==> run_1/clock_nets.png <==
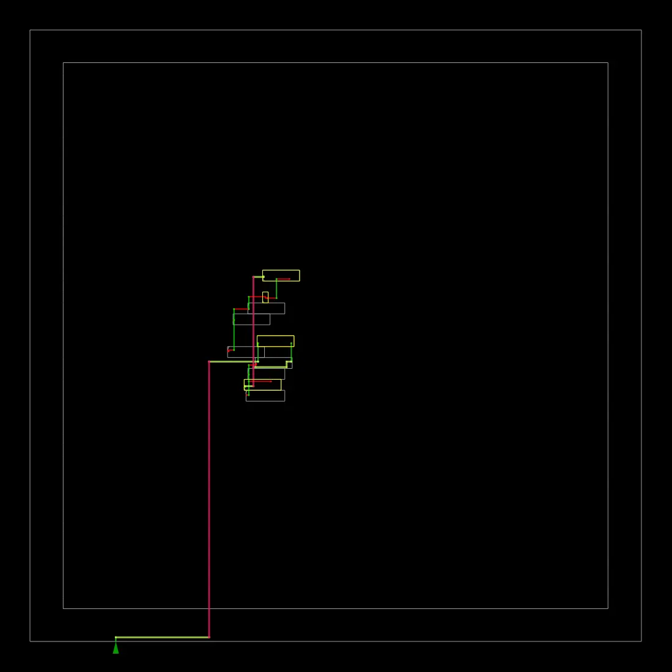
==> run_1/m2.png <==
The bar under the picture is 50 um long.
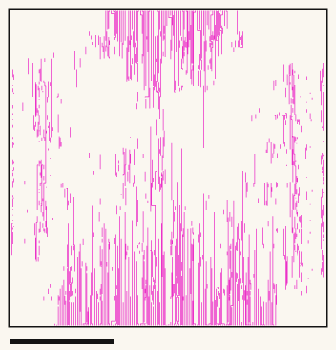
==> run_1/layers.png <==
The bar under the picture is 50 um long. Two of the layers only.
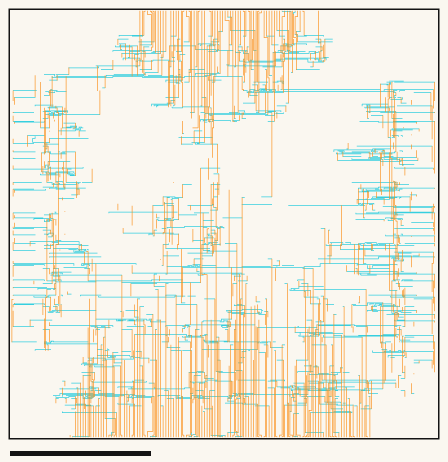
Design wb_master_arbiter, sky130hd; sources not shown.
==> CHANGELOG.md, run 1 <==
### Physical design

- R2r setup slk: approximately 1.8 ns
- Grt total ovfl: 0
- Worst-path maximum fanout: 2
- YS chip area: between 1500 and 2000 um^2
- Synth Instances: roughly 270
- Worst path bufs/invs: 2
- Clock buffer depth: 2
- Setup bufs post-CTS: 0
- H-Tree Depth: 1
- CP Launch Type: input port
- Final min period: about 3.5 ns
- Comb power frac: 0.902
- Routed Antenna Nets: 0
- Vias per inst: slightly below 4
- Initial antenna violation count: 0
- Sw frac: 0.400
- Synth Area per Inst: 6.83 um^2
- FF-to-FF path depth: 8
- IO Pins: 317
- Peak VDD IR: about 0.00036 V
- CTS tree: done
- Outcome: finished, final reports clean
- PD cells: around 570 nW/um^2
- Core Util at FP: 0.101
- Sw Pwr: roughly 1200 uW
- CTS Buf Count: 3
- Required time worst endpoint: about 2.6 ns
- DR pass1 iterations: 4
- Top delay family on crit path: buffers and inverters
- Max incr delay on CP: approximately 0.44 ns
- CORE AREA: between 15000 and 20000 um^2
- Tcrit/Tclk final: 0.948
- Dominant cell area share: 0.283
- RePlAce Congestion: about 0.7
- WP depth: 4
- Worst-path clk slew: about 0.03 ns
- Mapped cell area: 1860 um^2
- CP cell instances: clkdlybuf4s50_1 -> a22o_1 -> and2_1 -> clkdlybuf4s50_1
- Min-Delay Path Depth: 1
- RSZ-0062 raised after global routing: no
- Die Span X: roughly 150 um
- Critical path type: in -> out
- Post-DP HPWL: around 12000 um
- Final Non-Filler Cells: about 800
- Distinct lib cells: 21
- #FFs+latches synth: 6
About clock_nets.png:
later-pin clock latency in the skew report: 0.23 ns
Final Skew: 0.00449 ns
P_clk: 180 uW
sequential cell count: 6
clock buffers: 4

About m2.png:
- wire length on this layer: 7850 um
- longest straight run: 63.4 um
- share of all routed wire: 55%
final wirelength: 14200 um
GR Util met2: 0.227

About layers.png:
- M1: cyan (wire length 5070 um)
- M2: orange (wire length 7850 um)
Via Count: 3082
WL/cell: 17.7 um
gr usage total: 0.115

## run 1: placed cells by master, fill, tap and decap left out, drive strengths merged, types with 2 or more instances in the layout
master / Yosys / routed
dfrtp: 5 / 5
a21oi: 2 / 2
nor3b: 2 / 2
a22oi: 70 / 70
buf: 11 / 10
and2: 67 / 67
nor2: 4 / 4
ha: 4 / 4
nand2: 4 / 4
inv: 2 / 2
conb: 2 / 2
clkbuf: 22 / 4
nor2b: 70 / 70
clkdlybuf4s50: 0 / 315
## run 1: layer usage
metal  vias up  wire, um  track usage
met5         -         0            0
met3         5      1220       0.0417
li1       1529         -            -
met1      1404      5070        0.113
met2       144      7850        0.227
met4         0        95       0.0214
## run 1: power groups by stage
stage | logic (uW) | registers [uW] | clock network, uW
floorplan | 1260 | 113 | 0
global placement | 2860 | 122 | 0
detailed placement | 2850 | 121 | 0
CTS | 2860 | 122 | 183
global route | 3010 | 125 | 189
finish | 2770 | 120 | 180
## run 1: cells by family after synthesis
logic type / count (synthesis) / synth area share
AOI/OAI and AO/OA: 77 / 0.314
other: 2 / 0.00404
adders and majority gates: 4 / 0.0269
DFF: 6 / 0.0815
buffers and inverters: 35 / 0.0795
and+or+nand+nor: 148 / 0.494
## run 1: cell type report
| type | instances | area [um^2] | share of cell area |
|---|---|---|---|
| Timing Repair Buffer | 325 | 3280 | 0.608 |
| Sequential cell | 6 | 151 | 0.0281 |
| Inverter | 2 | 7.51 | 0.00139 |
| Multi-Input combinational cell | 231 | 1590 | 0.294 |
| Tap cell | 234 | 293 | 0.0543 |
| Clock buffer | 4 | 78.8 | 0.0146 |
## run 1: stage by stage
step	instance area, um^2	util	hold WS (ns)
2_1_floorplan	1860	-	0.497
3_3_place_gp	5320	0.288	0.509
3_5_place_dp	5320	0.288	0.514
4_1_cts	5400	0.292	0.518
5_1_grt	5400	0.292	0.533
6_report	5400	0.292	0.515
--- run 2 (diff from run 1) ---
--- a/config.mk
+++ b/config.mk
@@ -10,6 +10,7 @@
 export CELL_PAD_IN_SITES_GLOBAL_PLACEMENT = 2
 export CORE_MARGIN = 8
 export CORE_UTILIZATION = 10
+export CTS_CLUSTER_SIZE = 16
 export DETAILED_ROUTE_END_ITERATION = 8
 export PLACE_DENSITY_LB_ADDON = 0.15
 export SETUP_SLACK_MARGIN = 0.02
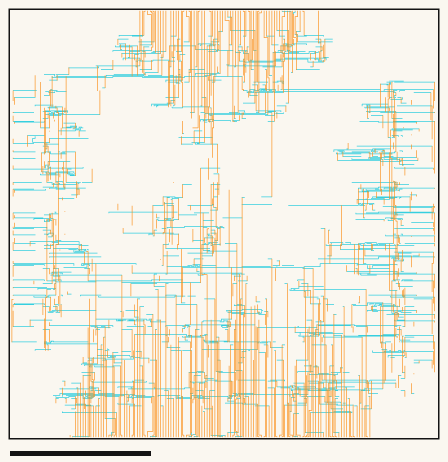
(run_2/layers.png)
The bar under the picture is 50 um long. Two of the layers only.
- M2: orange (wire length 7850 um)
- M1: cyan (wire length 5070 um)

==> run 2 against run 1 <==
Net effect: sequential power about the same; highest routed layer unchanged; cell area unchanged; non-clock buffer count did not move; clock skew did not move; register-to-register slack is essentially flat; clock-buffer cell count is the same; global-route usage unchanged; area after synthesis did not move; maximum frequency unchanged; hold slack stayed put.
==> CHANGELOG.md, run 2 <==
### Physical design

- Outcome: finished, final reports clean
- Gr usage total: 0.115
- Worst-path maximum fanout: 2
- Min-Delay Path Depth: 1
- Synth Instances: approximately 270
- Vias per inst: about 3.8
- Final Skew: around 0.0045 ns
- Worst-path clk slew: approximately 0.030 ns
- Dominant cell area share: 0.283
- Core Util at FP: 0.101
- Final Non-Filler Cells: around 800
- WL/cell: ~18 um
- #FFs+latches synth: 6
- CTS Buf Count: 3
- Synth Area per Inst: approximately 7 um^2
- CP cell instances: clkdlybuf4s50_1 -> a22o_1 -> and2_1 -> clkdlybuf4s50_1
- Worst path bufs/invs: 2
- CP Launch Type: input port
- Routed Antenna Nets: 0
- Initial antenna violation count: 0
- Sequential cell area: around 150 um^2
- WP depth: 4
- Die Span X: roughly 150 um
- DR pass1 iterations: 4
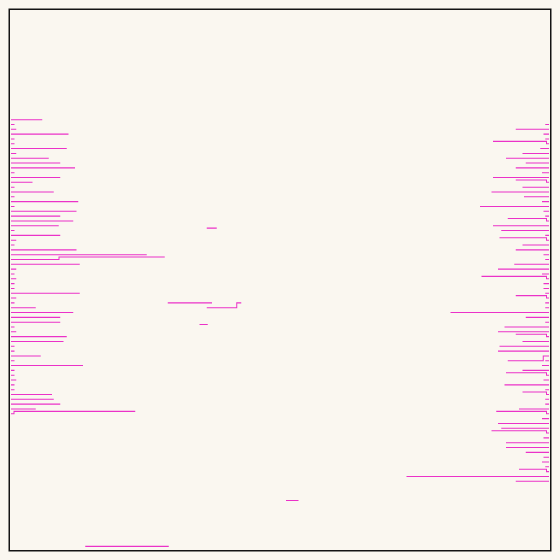
(run_2/m3.png)
- share of all routed wire: 8.5%
- nets with wire on the layer: 140
- longest straight run: 39.9 um
- wire length on this layer: 1220 um
- main direction: horizontal
met3 usage: 0.0417

-- run 2: cell counts after synthesis --
Identical to the previous run, type by type.
-- run 2: cells by family (layout without fill, tap and decap cells) --
logic type / count (synthesis) / count (layout) / share of synthesized area
AND/OR/NAND/NOR: 148 / 148 / 0.494
AND-OR/OR-AND: 77 / 77 / 0.314
buffers and inverters: 35 / 331 / 0.0795
flip-flops: 6 / 6 / 0.0815
adder cells (fa/ha/maj): 4 / 4 / 0.0269
other: 2 / 2 / 0.00404
-- run 2: layer usage --
| metal | part of all wire | up-vias |
|---|---|---|
| met5 | 0 | - |
| met4 | 0.0067 | 0 |
| met3 | 0.085 | 5 |
| met2 | 0.55 | 144 |
| met1 | 0.36 | 1404 |
| li1 | - | 1529 |
-- run 2: power breakdown --
part / internal [uW] / switching (uW) / total (uW)
clock: 143 / 37.0 / 180
sequential: 95.6 / 24.6 / 120
combinational: 1600 / 1160 / 2770
total: 1840 / 1230 / 3070
-- run 2: layout make-up --
type / instances / area share
clock buffers: 4 / 0.0146
inverters: 2 / 0.00139
multi-input cells: 231 / 0.294
flip-flops and latches: 6 / 0.0281
well taps: 234 / 0.0543
repair buffers: 325 / 0.608
-- run 2: metrics by stage --
stage	cell area, um^2	hold WS [ns]	utilization
CTS	5400	0.518	0.292
global placement	5320	0.509	0.288
detailed placement	5320	0.514	0.288
floorplan	1860	0.497	-
global route	5400	0.533	0.292
finish	5400	0.515	0.292
-- run 2: worst reg2reg max path, delay by kind of cell, from the launching register on --
kind,cells,cell delay (ns)
buffers and inverters,3,0.56
and+or+nand+nor,1,0.15
DFF,1,0.45
AOI/OAI and AO/OA,3,0.47
adders and majority gates,1,0.17
No activity file was given, so power comes from the tool's default toggle rates.
